final_clocks.png
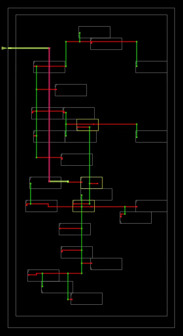
gate_families.png
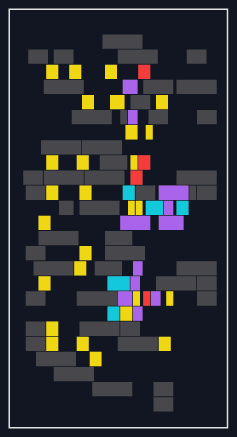
cell_classes.png
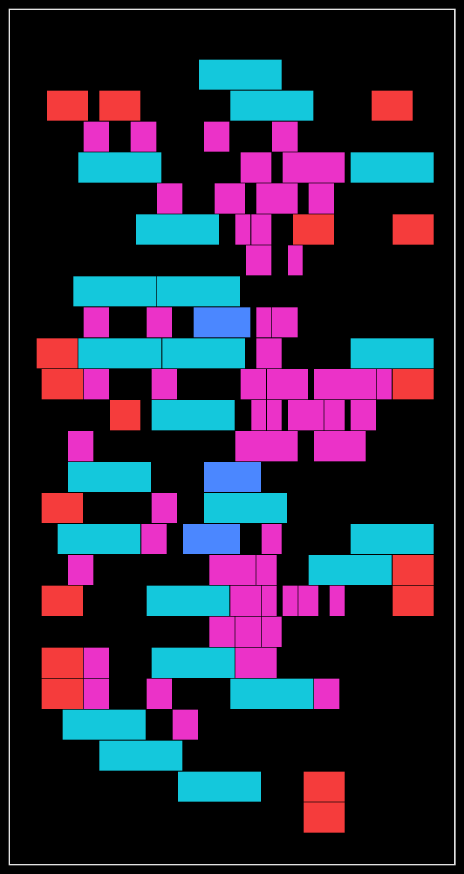
registers.png
Other sequential cells in the stronger gray, the rest of the logic in the fainter gray.
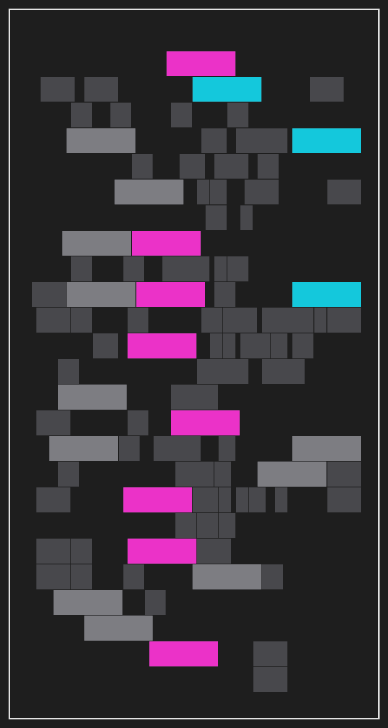
--- config.mk ---
export PLATFORM = sky130hd
export DESIGN_NAME = button_input_encoder
export DESIGN_NICKNAME = d
export VERILOG_FILES = /design/src/rtl/button_input_encoder.sv
export SDC_FILE = /design/constraint.sdc
export NUM_CORES = 1
export LEC_CHECK = 0
export CAP_MARGIN = 0
export CORE_ASPECT_RATIO = 2
export CORE_MARGIN = 1.5
export CORE_UTILIZATION = 31
export DETAILED_ROUTE_END_ITERATION = 8
export PLACE_DENSITY_LB_ADDON = 0.08
export SLEW_MARGIN = 30
export SYNTH_ARGS = -nofsm -noshare
export SYNTH_HDL_FRONTEND = slang
export SYNTH_SLANG_ARGS = --single-unit
export TNS_END_PERCENT = 10
--- constraint.sdc ---
create_clock -name clk -period 2.4 [get_ports clk]
set_clock_uncertainty 0.15 [all_clocks]
set_input_delay 0.24 -clock clk [delete_from_list [all_inputs] [get_ports clk]]
set_output_delay 0.24 -clock clk [all_outputs]
set_load 0.02 [all_outputs]
--- src/rtl/button_input_encoder.sv ---
// -----------------------------------------------------------------------------
// button_input_encoder
//
// Turns eight raw push-button levels into single-key events. Each button is
// synchronised, optionally debounced, and a two-state FSM (IDLE/HELD) reports
// the first press it sees. A lone button gives a key_valid pulse with its
// index on key_code. Several buttons together give a key_error pulse. The FSM
// then waits in HELD until every button is released, so nothing else is
// reported while any button stays down.
//
// Configuration:
//   BUTTON_DEBOUNCE_EN (macro)
//     Defined:   each bit has a counter that needs DEBOUNCE_CYCLES consecutive
//                cycles of a changed level before that level is accepted.
//                Press-to-pulse latency is DEBOUNCE_CYCLES+3 clocks.
//     Undefined: no counters. The synchronised level is used directly,
//                latency is 3 clocks and DEBOUNCE_CYCLES has no effect.
//
// Ports:
//   clk        in   single clock, rising edge
//   rst        in   synchronous, active-high reset
//   en         in   allows new presses to be reported (input_handler_en)
//   btn[7:0]   in   raw asynchronous button levels, 1 = pressed, bit i = code i
//   key_valid  out  one-cycle pulse: an accepted single-button press
//   key_code   out  index of the accepted button; holds until the next press
//   key_error  out  one-cycle pulse: a press event with 2+ buttons down
//   busy       out  1 while the FSM is in HELD
//
// Handshake: key_valid and key_error are fire-and-forget strobes with no
// ready. A consumer samples key_code in the cycle key_valid is 1. The two
// strobes are never high together and each lasts exactly one cycle.
// -----------------------------------------------------------------------------
module button_input_encoder #(
   parameter int unsigned DEBOUNCE_CYCLES = 16
) (
   input  logic       clk,
   input  logic       rst,
   input  logic       en,
   input  logic [7:0] btn,
   output logic       key_valid,
   output logic [2:0] key_code,
   output logic       key_error,
   output logic       busy
);

   // Legal range is 1..65535. Zero would leave a counter with nothing to
   // count, so reject it when the design is elaborated.
   if (DEBOUNCE_CYCLES < 1 || DEBOUNCE_CYCLES > 65535) begin : g_bad_param
      $error("button_input_encoder: DEBOUNCE_CYCLES out of range 1..65535");
   end

   // --------------------------------------------------------------------------
   // Two-flop synchroniser per bit
   // --------------------------------------------------------------------------
   logic [7:0] sync1_q;
   logic [7:0] sync2_q;
   logic [7:0] sync;

   always_ff @(posedge clk) begin
      if (rst) begin
         sync1_q <= '0;
         sync2_q <= '0;
      end else begin
         sync1_q <= btn;
         sync2_q <= sync1_q;
      end
   end

   assign sync = sync2_q;

   // --------------------------------------------------------------------------
   // Stable level per button
   // --------------------------------------------------------------------------
   logic [7:0] stable;

`ifdef BUTTON_DEBOUNCE_EN
   localparam int unsigned    CNT_W    = $clog2(DEBOUNCE_CYCLES + 1);
   // The count that would reach DEBOUNCE_CYCLES on this edge. Toggling at
   // that point means a counter never holds DEBOUNCE_CYCLES itself, so it
   // cannot wrap.
   localparam logic [CNT_W-1:0] CNT_LAST = CNT_W'(DEBOUNCE_CYCLES - 1);

   logic [7:0][CNT_W-1:0] cnt_q;
   logic [7:0][CNT_W-1:0] cnt_d;
   logic [7:0]            stable_q;
   logic [7:0]            stable_d;

   always_comb begin
      stable_d = stable_q;
      cnt_d    = '0;
      for (int i = 0; i < 8; i++) begin
         // A level that matches stable, even briefly, drops any partial count.
         if (sync[i] != stable_q[i]) begin
            if (cnt_q[i] == CNT_LAST) begin
               stable_d[i] = sync[i];
            end else begin
               cnt_d[i] = cnt_q[i] + CNT_W'(1);
            end
         end
      end
   end

   always_ff @(posedge clk) begin
      if (rst) begin
         cnt_q    <= '0;
         stable_q <= '0;
      end else begin
         cnt_q    <= cnt_d;
         stable_q <= stable_d;
      end
   end

   assign stable = stable_q;
`else
   // Without debounce the synchroniser output is the stable level. The FSM
   // registers it once more, which gives the 3-cycle latency.
   assign stable = sync;
`endif

   // --------------------------------------------------------------------------
   // Press classification helpers
   // --------------------------------------------------------------------------
   logic       any_down;
   logic       single_down;
   logic [2:0] down_idx;

   assign any_down    = (stable != 8'h00);
   // Exactly one bit set: non-zero and clearing the lowest set bit leaves 0.
   assign single_down = any_down && ((stable & (stable - 8'h01)) == 8'h00);

   always_comb begin
      down_idx = 3'd0;
      for (int i = 0; i < 8; i++) begin
         if (stable[i]) begin
            down_idx = 3'(i);
         end
      end
   end

   // --------------------------------------------------------------------------
   // IDLE / HELD FSM, all outputs registered
   // --------------------------------------------------------------------------
   typedef enum logic {
      ST_IDLE = 1'b0,
      ST_HELD = 1'b1
   } state_e;

   state_e     state_q;
   state_e     state_d;
   logic       key_valid_q;
   logic       key_valid_d;
   logic       key_error_q;
   logic       key_error_d;
   logic [2:0] key_code_q;
   logic [2:0] key_code_d;
   logic       busy_q;
   logic       busy_d;

   always_comb begin
      state_d     = state_q;
      key_valid_d = 1'b0;
      key_error_d = 1'b0;
      key_code_d  = key_code_q;

      case (state_q)
         ST_IDLE: begin
            // HELD is entered even when en is low. A press that arrived while
            // disabled is used up here and is never reported later.
            if (any_down) begin
               state_d = ST_HELD;
               if (en) begin
                  if (single_down) begin
                     key_valid_d = 1'b1;
                     key_code_d  = down_idx;
                  end else begin
                     key_error_d = 1'b1;
                  end
               end
            end
         end
         ST_HELD: begin
            // Extra presses and partial releases are ignored until every
            // button is up.
            if (!any_down) begin
               state_d = ST_IDLE;
            end
         end
         default: begin
            state_d = ST_IDLE;
         end
      endcase

      busy_d = (state_d == ST_HELD);
   end

   always_ff @(posedge clk) begin
      if (rst) begin
         state_q     <= ST_IDLE;
         key_valid_q <= 1'b0;
         key_error_q <= 1'b0;
         key_code_q  <= 3'd0;
         busy_q      <= 1'b0;
      end else begin
         state_q     <= state_d;
         key_valid_q <= key_valid_d;
         key_error_q <= key_error_d;
         key_code_q  <= key_code_d;
         busy_q      <= busy_d;
      end
   end

   assign key_valid = key_valid_q;
   assign key_error = key_error_q;
   assign key_code  = key_code_q;
   assign busy      = busy_q;

endmodule
==> flow_summary.rst <==
Metrics
=======

.. list-table::
   :header-rows: 1

   * - Metric
     - Value
   * - Run status
     - finished clean
   * - Pin count of the biggest net entering global routing
     - 15
   * - Number of I/O port buffers
     - 16
   * - Worst Hold Slack
     - ~290 ps
   * - Ratio of cells with drive above 1 in the final layout
     - roughly a tenth
   * - Clk Tree Root Cell
     - sky130_fd_sc_hd__clkbuf_8
   * - Number of enable flip-flop cells
     - 0
   * - Clock-pin slew on the worst setup and hold paths
     - roughly 70 ps
   * - Main combinational cell family by area after synthesis
     - simple AND/OR/NAND/NOR gates
   * - Sum of negative setup slack
     - 0 ps
   * - DRC Markers
     - 0
   * - Combinational gate count
     - 51
   * - Area fraction in mux cells
     - slightly above 3%
   * - Top cells by instance count after synthesis
     - 22 x sky130_fd_sc_hd__dfxtp_1, 19 x sky130_fd_sc_hd__nor2b_1, 6 x sky130_fd_sc_hd__nor2_1
   * - Post-place instance area
     - approximately 1000 sq um
   * - Setup crit end kind
     - flip-flop
   * - Period Utilization, post-route
     - between 80% and 90%
   * - Minimum setup slack in the final design
     - 288 ps
   * - Setup Viol. Count Final
     - 0
   * - Sinks on the clock net
     - 22
   * - Critical path class
     - reg -> reg
   * - Global routing usage on met2
     - 20.9%
   * - YS warnings
     - 0
Notes on final_clocks.png above:
clock network latency to the later pin of the worst-skew pair: 250 ps
sequential cells: 22
clock buffers: 3

Notes on gate_families.png above:
Key: cyan = AND and OR gates [cells 5, where center]; purple = inverting AOI/OAI gates [cells 11, where center]; yellow = NOR gates [cells 27]; red = NAND gates [cells 4]
most common cell after layout, fill and taps aside: sky130_fd_sc_hd__dfxtp_1
Comb/total area: 33.5%

Notes on cell_classes.png above:
Key: blue = cells driving clock nets [cells 3, share of their area 4.1%]; cyan = flip-flops [cells 22, share of their area 44%]; magenta = all other logic [cells 53, share of their area 35%]; red = other buffers and delay cells [cells 17, share of their area 17%]

Notes on registers.png above:
Key: cyan = key_code [sequential cells 3]; magenta = stable [sequential cells 8]
Another 11 sequential cells are not colored.
sequential group power: 394 uW
storage element area: 440 sq um
fraction of area in registers: 42.3%
core utilization of the finished layout: 41.6%

power breakdown:
group / switching (uW) / internal, uW / total, uW / leakage (uW)
clock network: 105 / 112 / 216 / 0.0000216
logic: 42.7 / 54.0 / 96.7 / 0.000196
registers: 10.0 / 384 / 394 / 0.000181
total: 157 / 550 / 707 / 0.000399
state kept, by name, indices dropped and copies added (netlist names):
register   cells
key_code       3
stable         8
key_error      1
busy           1
sync1_q        8
key_valid      1
worst paths after layout:
| check | slack, ps | start | cells after the start | endpoint |
|---|---|---|---|---|
| max | 290 | stable[3] | 4 | key_code[2] |
| max reg2reg | 290 | stable[3] | 4 | key_code[2] |
| min | 290 | sync1_q[0] | 1 | stable[0] |
| min reg2reg | 290 | sync1_q[0] | 1 | stable[0] |
Power figures rest on the tool's default switching activity, not on a simulated workload.
